==> run_1/closeup.png <==
Window x 50 to 70, y 10 to 30 um. Cells in gray, sequential cells in the stronger gray; small squares are vias.
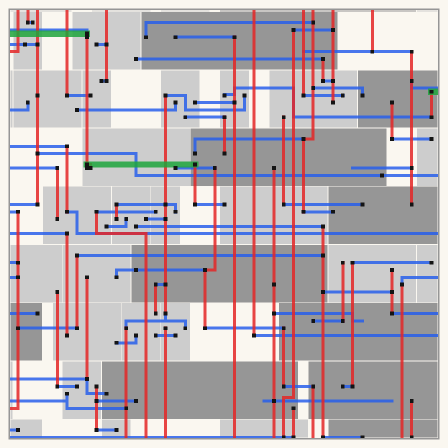
==> run_1/clock_wires.png <==
Drawn at 3 px/um.
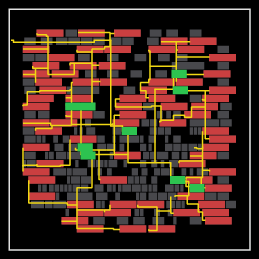
==> run_1/congestion_map.png <==
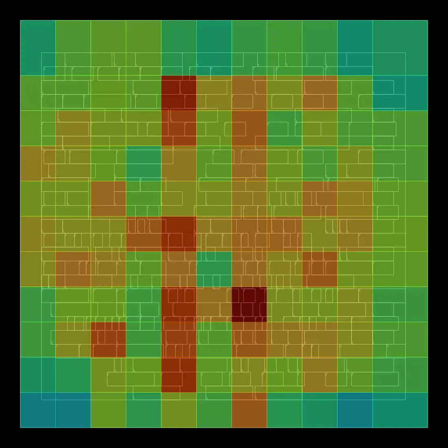
==> run_1/ff_map.png <==
Drawn at 6 px/um. Other sequential cells in the stronger gray, the rest of the logic in the fainter gray.
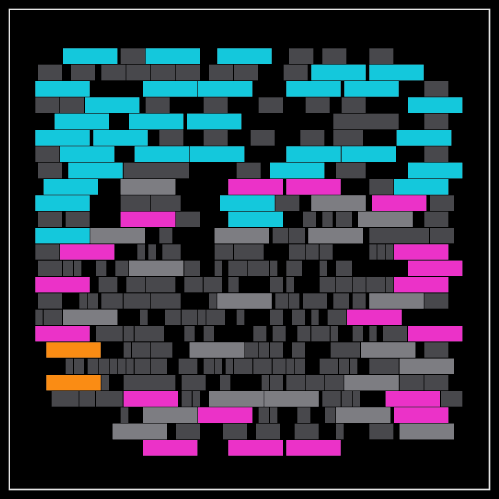
==> config.mk <==
export PLATFORM = sky130hd
export DESIGN_NAME = cpu_fetch
export DESIGN_NICKNAME = d
export VERILOG_FILES = /design/src/rtl/cpu_fetch.sv
export SDC_FILE = /design/constraint.sdc
export NUM_CORES = 1
export LEC_CHECK = 0
export CAP_MARGIN = 15
export CORE_MARGIN = 4
export CORE_UTILIZATION = 62
export DETAILED_ROUTE_END_ITERATION = 6
export DONT_BUFFER_PORTS = 1
export HOLD_SLACK_MARGIN = 0.1
export PLACE_DENSITY = 0.86
export SKIP_CTS_REPAIR_TIMING = 1
export SLEW_MARGIN = 20
export SYNTH_ARGS = -nofsm -noshare
export SYNTH_HDL_FRONTEND = slang
export SYNTH_SLANG_ARGS = --single-unit
==> constraint.sdc <==
create_clock -name clk -period 2.5 [get_ports clk]
set_input_delay 0.5 -clock clk [delete_from_list [all_inputs] [get_ports clk]]
set_output_delay 0.5 -clock clk [all_outputs]
set_load 0.005 [all_outputs]
==> ci_impl_report.md <==
## Synthesis and layout report

| Metric | Value |
|---|---|
| CTS tree | `done` |
| RD Place Congestion | `0.810` |
| Fin Setup TNS | `0 ns` |
| Hold Crit Class | `primary input to flop` |
| Die Y | `79.8 um` |
| Initial antenna violation count | `0` |
| Flop-to-flop setup slack | `0.33 ns` |
| Fin nets | `317` |
| Final setup vio count | `0` |
| DRC | `0` |
| Crit path DAT | `2.42 ns` |
| Max FO, Critical Path | `7` |
| Yosys warning tally | `0` |
| Synth Net Count | `314` |
| Tool warnings | `28` |
| Status | `completed` |
| Port bufs | `0` |
| Via count | `1962` |
| Width of the die | `79.8 um` |
| Core Box Area | `4850 um2` |
| Drt first pass iters | `4` |
| Cell leakage power | `1.47 nW` |
| Max Slew Vio Count | `0` |
| GRT Residual Overflow | `0` |
| Crit path time final | `2.17 ns` |
| Root Buffer | `clkbuf_8` |
| Startpoint types | `flop` |
| H-tree levels | `3` |
| CP endpoint kind | `flop` |
| Post-synthesis sequential area ratio | `0.572` |
| Netlist cell types | `38` |
| Max reg flops | `32` |
| Fillers | `330` |
| FMAX | `460 MHz` |
| Max-slew headroom | `0.658` |
| Power per cell area | `1110 nW/um2` |
| Iteration-0 DRC Markers | `105` |
| Clock buffer depth | `2` |
| CTS Buf Count | `9` |
| Worst r2r path cells | `6` |
| Mapped Area | `3190 um2` |
| YS chip area | `3190 um2` |
| Tightest Pin Transition | `0.509 ns` |
| Wirelength, routed | `6460 um` |
| Yosys Instances | `254` |
| First-pass GRT wire length | `10000 um` |
| Row count | `25` |
| Vias in the first global route | `2060` |
| Detailed Place HPWL | `4650 um` |
Notes on closeup.png above:
layer	color
M1	blue
M3	green
M2	red
most frequent	dfrtp_1 (7), o21ai_0 (4)
sequential cells in the window	7
cells with their middle in the window	26

Notes on clock_wires.png above:
[clock-net drivers] green | count: 9
[flip-flops] red | count: 73
[clock wires] yellow | length: 785 um
flops lie	all over the die
clock power share: 0.263
power attributed to the clock group: 1.02 mW
clk ins delay skew pair: 0.33 ns

Notes on congestion_map.png above:
gr busiest metal: met2
met3 Resource Use GR: 0.0688
routing usage on met2: 0.326
GRT Overall Usage: 0.206

Notes on ff_map.png above:
signal	color	placed flops
inst_o	cyan	32
pc_o	magenta	19
r_state	orange	2
not colored	20
register area: 1830 um2
flop share of the area: 0.520
final core utilization: 0.725
Power Sequential: 2.06 mW

[run 1: cells by family (layout without fill, tap and decap cells)]
family / after synthesis / in the layout / synth area share
DFF: 73 / 73 / 0.572
xor gates and xnor gates: 12 / 12 / 0.0329
and+or+nand+nor: 64 / 64 / 0.114
adders and majority gates: 4 / 4 / 0.0157
AOI/OAI and AO/OA: 29 / 29 / 0.0552
muxes: 53 / 53 / 0.186
buffers and inverters: 19 / 27 / 0.0239
[run 1: layer usage]
| metal | part of all wire | wire (um) | GRT usage | vias up |
|---|---|---|---|---|
| li1 | - | - | - | 916 |
| met1 | 0.40 | 2570 | 0.264 | 947 |
| met2 | 0.50 | 3220 | 0.326 | 95 |
| met3 | 0.096 | 618 | 0.0688 | 4 |
| met4 | 0.0082 | 53 | 0.0777 | 0 |
| met5 | 0 | 0 | 0 | - |
[run 1: layout make-up]
class,count,area [um2],share of cell area
sequential,73,1830,0.520
multi-input combinational,162,1300,0.370
timing repair buffer,4,52.6,0.0150
tap,67,83.8,0.0239
inverter,7,26.3,0.00748
clock buffer,9,124,0.0353
clock inverter,7,101,0.0288
[run 1: report_power, final]
part / switching [mW] / leakage, nW / internal (mW)
Clock: 0.451 / 0.107 / 0.572
Combinational: 0.315 / 0.491 / 0.499
Sequential: 0.408 / 0.876 / 1.65
[run 1: metrics by stage]
step	setup slack, ns	area, um2	cells	hold slack (ns)	power, mW
3_5_place_dp	0.338	3250	311	0.206	2.89
4_1_cts	0.317	3480	327	-0.158	3.92
2_1_floorplan	0.485	3190	254	0.204	2.65
3_3_place_gp	0.418	3250	311	0.207	2.82
6_report	0.327	3510	329	0.222	3.90
5_1_grt	0.240	3510	329	0.201	4.12
[run 1: Yosys cell counts (all sizes together) (3+ instances only)]
library cell / count / share of area
a21oi: 3 / 0.0047
a31oi: 4 / 0.0078
buf: 5 / 0.0074
clkbuf: 7 / 0.0082
dfrtp: 73 / 0.57
ha: 4 / 0.016
inv: 6 / 0.0071
mux2: 52 / 0.18
nand2: 21 / 0.025
nand3: 5 / 0.0078
nand4: 7 / 0.014
nor2: 8 / 0.0094
nor4: 5 / 0.0098
o21ai: 13 / 0.020
o31ai: 4 / 0.0094
or4: 5 / 0.013
xnor2: 8 / 0.022
xor2: 4 / 0.011
[run 1: worst max-delay path, cell delays in order, from the launching register on]
cell,delay (ns)
dfrtp_1,0.40
inv_1,0.06
ha_1,0.25
nand4b_4,0.24
or4_4,0.56
or4_1,0.40
a31oi_1,0.18
[run 1: layout by cell type (no fill, tap or decap), drive strengths merged, types with 4 or more instances in the layout]
| cell | count |
|---|---|
| nand2 | 21 |
| or4 | 5 |
| inv | 9 |
| a31oi | 4 |
| clkbuf | 9 |
| o31ai | 4 |
| dfrtp | 73 |
| ha | 4 |
| xor2 | 4 |
| mux2 | 52 |
| xnor2 | 8 |
| nor2 | 8 |
| o21ai | 13 |
| nor4 | 5 |
| nand4 | 7 |
| nand3 | 5 |
Power is estimated from default activity; no workload was simulated.
